$ cat src/rtl/seq_mul16.sv
`default_nettype none
// ============================================================================
// Module   : seq_mul16 (with CLA16bits)
// Brief    : Unsigned 16x16 -> 32-bit shift-add multiplier, one CLA add/cycle.
// Revision : 1.0 - initial release
// ============================================================================

module CLA16bits (
    input  logic [15:0] A,
    input  logic [15:0] B,
    input  logic        c,
    output logic [15:0] sum,
    output logic        cout
);

    logic [15:0] w_g;
    logic [15:0] w_p;
    logic [3:0]  w_gg;
    logic [3:0]  w_gp;
    logic [4:0]  w_gc;

    assign w_g = A & B;
    assign w_p = A ^ B;

    // Group carries come only from group generate/propagate, never from the ripple.
    assign w_gc[0] = c;
    assign w_gc[1] = w_gg[0] | (w_gp[0] & c);
    assign w_gc[2] = w_gg[1] | (w_gp[1] & w_gg[0]) | (w_gp[1] & w_gp[0] & c);
    assign w_gc[3] = w_gg[2] | (w_gp[2] & w_gg[1]) | (w_gp[2] & w_gp[1] & w_gg[0])
                   | (w_gp[2] & w_gp[1] & w_gp[0] & c);
    assign w_gc[4] = w_gg[3] | (w_gp[3] & w_gg[2]) | (w_gp[3] & w_gp[2] & w_gg[1])
                   | (w_gp[3] & w_gp[2] & w_gp[1] & w_gg[0])
                   | (w_gp[3] & w_gp[2] & w_gp[1] & w_gp[0] & c);

    generate
        for (genvar k = 0; k < 4; k++) begin : g_grp
            localparam int C_B0 = 4 * k;
            logic [3:0] w_cl;

            assign w_cl[0] = w_gc[k];
            assign w_cl[1] = w_g[C_B0] | (w_p[C_B0] & w_gc[k]);
            assign w_cl[2] = w_g[C_B0+1] | (w_p[C_B0+1] & w_g[C_B0])
                           | (w_p[C_B0+1] & w_p[C_B0] & w_gc[k]);
            assign w_cl[3] = w_g[C_B0+2] | (w_p[C_B0+2] & w_g[C_B0+1])
                           | (w_p[C_B0+2] & w_p[C_B0+1] & w_g[C_B0])
                           | (w_p[C_B0+2] & w_p[C_B0+1] & w_p[C_B0] & w_gc[k]);

            assign w_gg[k] = w_g[C_B0+3] | (w_p[C_B0+3] & w_g[C_B0+2])
                           | (w_p[C_B0+3] & w_p[C_B0+2] & w_g[C_B0+1])
                           | (w_p[C_B0+3] & w_p[C_B0+2] & w_p[C_B0+1] & w_g[C_B0]);
            assign w_gp[k] = &w_p[C_B0+3:C_B0];

            assign sum[C_B0+3:C_B0] = w_p[C_B0+3:C_B0] ^ w_cl;
        end
    endgenerate

    assign cout = w_gc[4];

endmodule

module seq_mul16 #(
    parameter bit HOLD_PRODUCT = 1'b1
) (
    input  logic        clk,
    input  logic        rst,
    input  logic        start,
    input  logic [15:0] multiplicand,
    input  logic [15:0] multiplier,
    output logic        busy,
    output logic        done,
    output logic [31:0] product
);

    // Encoding chosen so busy and done are direct state-register bits.
    typedef enum logic [1:0] {
        S_IDLE = 2'b00,
        S_RUN  = 2'b10,
        S_DONE = 2'b11
    } state_t;

    state_t      r_state;
    state_t      w_state_nxt;
    logic [15:0] r_m;
    logic [15:0] r_hi;
    logic [15:0] r_lo;
    logic [4:0]  r_count;
    logic [31:0] r_product;

    logic [15:0] w_addend;
    logic [15:0] w_sum;
    logic        w_cout;
    logic [31:0] w_next_acc;
    logic        w_last_iter;

    assign w_addend    = r_lo[0] ? r_m : 16'h0000;
    assign w_next_acc  = {w_cout, w_sum, r_lo[15:1]};
    assign w_last_iter = (r_count == 5'd15);

    CLA16bits u_cla (
        .A    (r_hi),
        .B    (w_addend),
        .c    (1'b0),
        .sum  (w_sum),
        .cout (w_cout)
    );

    always_ff @(posedge clk) begin
        if (rst) begin
            r_state <= S_IDLE;
        end else begin
            r_state <= w_state_nxt;
        end
    end

    always_comb begin
        w_state_nxt = r_state;
        case (r_state)
            S_IDLE:  if (start) w_state_nxt = S_RUN;
            S_RUN:   if (w_last_iter) w_state_nxt = S_DONE;
            S_DONE:  w_state_nxt = S_IDLE;
            default: w_state_nxt = S_IDLE;
        endcase
    end

    always_ff @(posedge clk) begin
        if (rst) begin
            r_m       <= 16'h0000;
            r_hi      <= 16'h0000;
            r_lo      <= 16'h0000;
            r_count   <= 5'd0;
            r_product <= 32'h0000_0000;
        end else begin
            case (r_state)
                S_IDLE: begin
                    if (start) begin
                        r_m     <= multiplicand;
                        r_lo    <= multiplier;
                        r_hi    <= 16'h0000;
                        r_count <= 5'd0;
                    end
                end
                S_RUN: begin
                    {r_hi, r_lo} <= w_next_acc;
                    r_count      <= r_count + 5'd1;
                    if (w_last_iter) begin
                        r_product <= w_next_acc;
                    end
                end
                S_DONE: begin
                    if (!HOLD_PRODUCT) begin
                        r_product <= 32'h0000_0000;
                    end
                end
                default: ;
            endcase
        end
    end

    assign busy    = r_state[1];
    assign done    = r_state[0];
    assign product = r_product;

endmodule

`default_nettype wire

$ cat config.mk
export PLATFORM = sky130hd
export DESIGN_NAME = seq_mul16
export DESIGN_NICKNAME = d
export VERILOG_FILES = /design/src/rtl/seq_mul16.sv
export SDC_FILE = /design/constraint.sdc
export NUM_CORES = 1
export LEC_CHECK = 0
export CORE_ASPECT_RATIO = 1.1
export CORE_MARGIN = 2
export CORE_UTILIZATION = 35
export DETAILED_ROUTE_END_ITERATION = 6
export GPL_TIMING_DRIVEN = 0
export PLACE_DENSITY = 0.62
export SETUP_SLACK_MARGIN = 0.3
export SKIP_LAST_GASP = 1
export SYNTH_ARGS = -nofsm -noshare
export SYNTH_HDL_FRONTEND = slang
export SYNTH_HIERARCHICAL = 1
export SYNTH_SLANG_ARGS = --single-unit
$ cat constraint.sdc
create_clock -name clk -period 2.9 [get_ports clk]
set_input_delay 0.58 -clock clk [delete_from_list [all_inputs] [get_ports clk]]
set_output_delay 0.58 -clock clk [all_outputs]
set_load 0.05 [all_outputs]
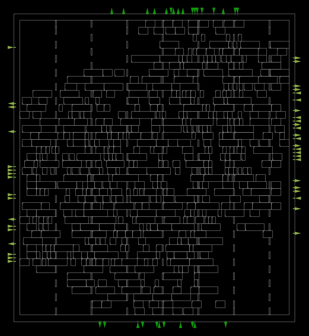
**Above:** run 1 (cell placement).
final sequential cell count: 87
fill count: 1,123
Cell Rows: 42
number of tap instances: 154

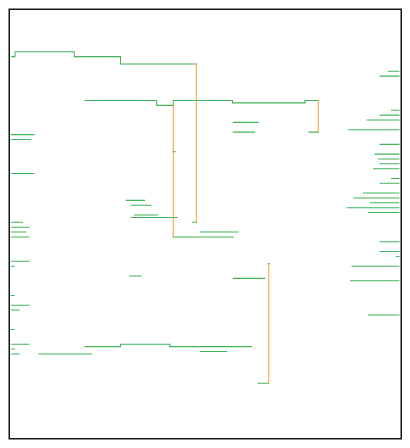
**Above:** run 1 (routed metal, one colour a layer).
Only two layers are drawn.
M4: marked orange, wire length 123 um. M3: marked green, wire length 516 um.
vias after detailed routing: 3,700
detailed-route wire length per cell: 15.48 um
global-route usage over all layers: 17.57%

==> notes.md, run 1 <==
Update from the flow run.

The hold-critical path depth is 2. Setup repair after global routing could not meet its margin everywhere. The data arrival time of the worst path is 2.78 ns. The number of H-tree branching levels is 3.

The instance tally after logic synthesis is 470. The run finished with clean final reports. The clock sink count is 87. The buffer count excluding the clock tree in the final layout is 114. Leaving out fill and tap cells, the most frequent cells in the layout are dfxtp_1, clkdlybuf4s50_1, nor2_1. The cell type taking the most area is multi-input combinational cells. The most common cell in the synthesized netlist is dfxtp_1. The adder-cell share of the synthesized area is 7.202%.

Clock buffers in the final layout number 13. After synthesis the cells add up to 4239 um2. The buffer type at the clock tree root is clkbuf_16. Routability-driven placement finished with a final weighted congestion of 0.8008.

The worst reg-to-reg setup slack is 0.33 ns. The launch point of the worst register-to-register path is recorded as r_lo[0]. The fraction of the mapped netlist area in simple logic gates is 15.61%.

The total length of routed met2 wires is 5.426 mm.
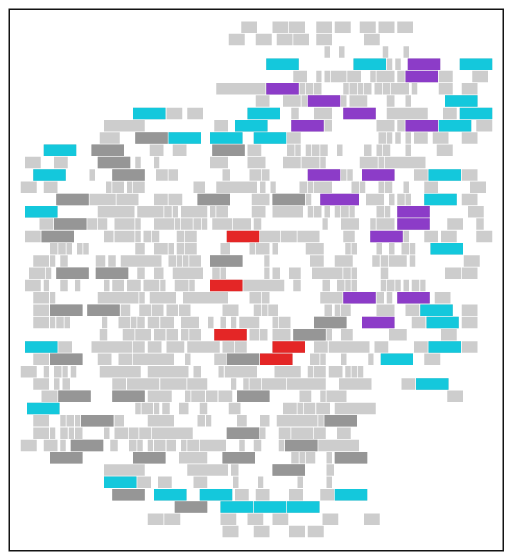
**Above:** run 1 (register map, names as in the netlist).
`r_count`: marked red, flops 5, where middle. `product`: marked cyan, flops 32, where all over the die. `r_lo`: marked purple, flops 16.
Another 34 sequential cells are not coloured.
Post-Route Utilization: 48.50%
sequential logic power: 1.27 mW
Seq. cell area: 1745 um2
Seq area share: 30.17%

run 1: registers in the layout, summed over array words and instances, names as in the netlist:
name     flops
r_hi        16
r_count      5
product     32
r_m         16
r_lo        16
r_state      2
run 1: report_power, final:
group          switching (mW)  total, mW  internal (mW)
Combinational           0.152      0.285          0.133
Sequential             0.0345       1.27           1.23
Clock                   0.472       1.21          0.735
run 1: cell families (layout without fill, tap and decap cells):
kind of cell	after synthesis	after routing
other cells	1	2
fa+ha+maj	22	22
buf+inv	58	156
xor+xnor	8	8
flops	87	87
mux	2	2
simple gates	139	139
compound gates	153	153
run 1: tightest hold or removal path, stage by stage, from the launching register on:
cell and delay [ns]:
dfxtp_1 0.30, nand2_1 0.05, a21oi_1 0.05
**Run 1: wires at chosen ports, followed through buffers**

Scale bar: 20 um.
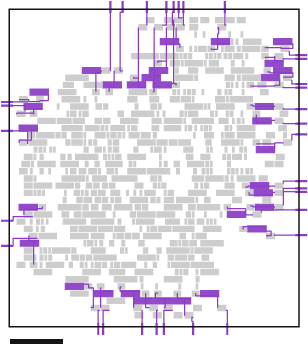

## Run 2: what changed since run 1
--- a/config.mk
+++ b/config.mk
@@ -7,12 +7,13 @@
 export LEC_CHECK = 0
 export CORE_ASPECT_RATIO = 1.1
 export CORE_MARGIN = 2
-export CORE_UTILIZATION = 35
+export CORE_UTILIZATION = 48
 export DETAILED_ROUTE_END_ITERATION = 6
 export GPL_TIMING_DRIVEN = 0
-export PLACE_DENSITY = 0.62
+export PLACE_DENSITY = 0.8
 export SETUP_SLACK_MARGIN = 0.3
 export SKIP_LAST_GASP = 1
+export SLEW_MARGIN = 20
 export SYNTH_ARGS = -nofsm -noshare
 export SYNTH_HDL_FRONTEND = slang
 export SYNTH_HIERARCHICAL = 1
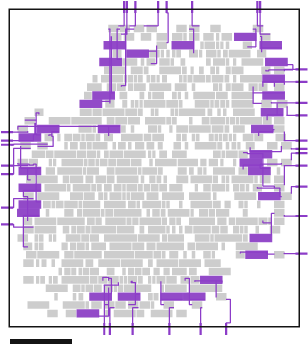
**Above:** run 2 (wires at chosen ports, followed through buffers).
Scale bar: 20 um.
`product`: marked purple, bits 32, direction output, end cells 32, buffers 32, wire 747 um.
num ports: 69
IO buf count: 67

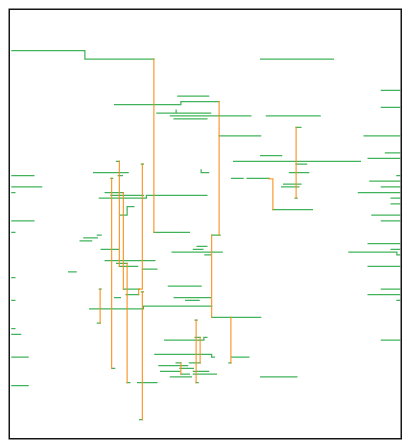
**Above:** run 2 (routed metal, one colour a layer).
Only two layers are drawn.
M4: marked orange, wire length 347 um. M3: marked green, wire length 637 um.
vias after detailed routing: 3,915
detailed-route wire length per cell: 17.03 um
global-route usage over all layers: 24.32%
routed wire length: 11.63 mm

==> notes.md, run 2 <==
Update from the flow run.

0 antenna diodes ended up in the layout. The weighted congestion reported at the end of routability-driven placement is 0.8585. Setup repair after global routing could not meet its margin everywhere. The worst reg-to-reg setup slack is 0.23 ns.

Detailed routing placed a total of 5.741 mm of wire on met2. The placed instance area is 5059 um2. The flow ran to the end, and the final reports show no timing, DRC or antenna violations.

The clock tree buffer count of the final layout is 9. Logged for this run, the post-placement worst setup slack is -0.06100 ns. The slew at the pin closest to its max-slew limit is 0.5088 ns. The startpoint identified for the worst register-to-register timing path is r_lo[0]. Data on the critical path arrives at its endpoint at 2.91 ns. According to the cell report, the number of logic gates is 326.

Tap insertion was completed with 111 tapcells. The buffer type at the clock tree root is clkbuf_8. Per the layout report, the design carries 673 filler cells.

The total number of sequential cells is 87. The length of routed wiring on met1 is 4.906 mm. The chip area is 9600 um2. Of the total standard cell area in the layout, the sequential portion is 30.90%. The mapped netlist covers 4239 um2. The cell type taking the most area is multi-input combinational cells. The sequential cell area in the final layout is 1745 um2. Following the worst setup path forward leads to its endpoint at r_hi[11]. Ranking logic cells in the layout by count gives the top entries dfxtp_1, clkdlybuf4s50_1, nor2_1. The clock sink count is 87.

The post-synthesis cell type with the largest instance count is dfxtp_1. For this run, the detailed router's first-pass iteration total came to 5. The dominant delay contributor by cell family on the critical path is adder cells. The share of the clock period used by the worst path after layout is 91.95%.

The buffer count excluding the clock tree in the final layout is 117. The number of flip-flops under the largest register name is 32. The hold-critical path depth is 2.
-- run 2: cell counts after synthesis --
No cell type changed its count.
-- run 2: power breakdown --
group	total [mW]	switching, mW	internal, mW
clock network	0.951	0.464	0.486
logic	0.279	0.150	0.129
registers	1.27	0.0351	1.23
total	2.50	0.649	1.85
-- run 2: logic make-up (layout without fill, tap and decap cells) --
family	count (synthesis)	count (layout)	synth area share (%)
DFF	87	87	41.09
muxes	2	2	0.5018
AOI/OAI and AO/OA	153	153	27.33
other	1	2	0.08846
adders and majority gates	22	22	7.202
xor gates and xnor gates	8	8	1.653
and+or+nand+nor	139	139	15.61
buffers and inverters	58	159	6.523
-- run 2: tightest hold or removal path, cell delays in order, from the launching register on --
cell	delay (ns)
dfxtp_1	0.31
nand2_1	0.05
a21oi_1	0.05
Power figures rest on the tool's default switching activity, not on a simulated workload.
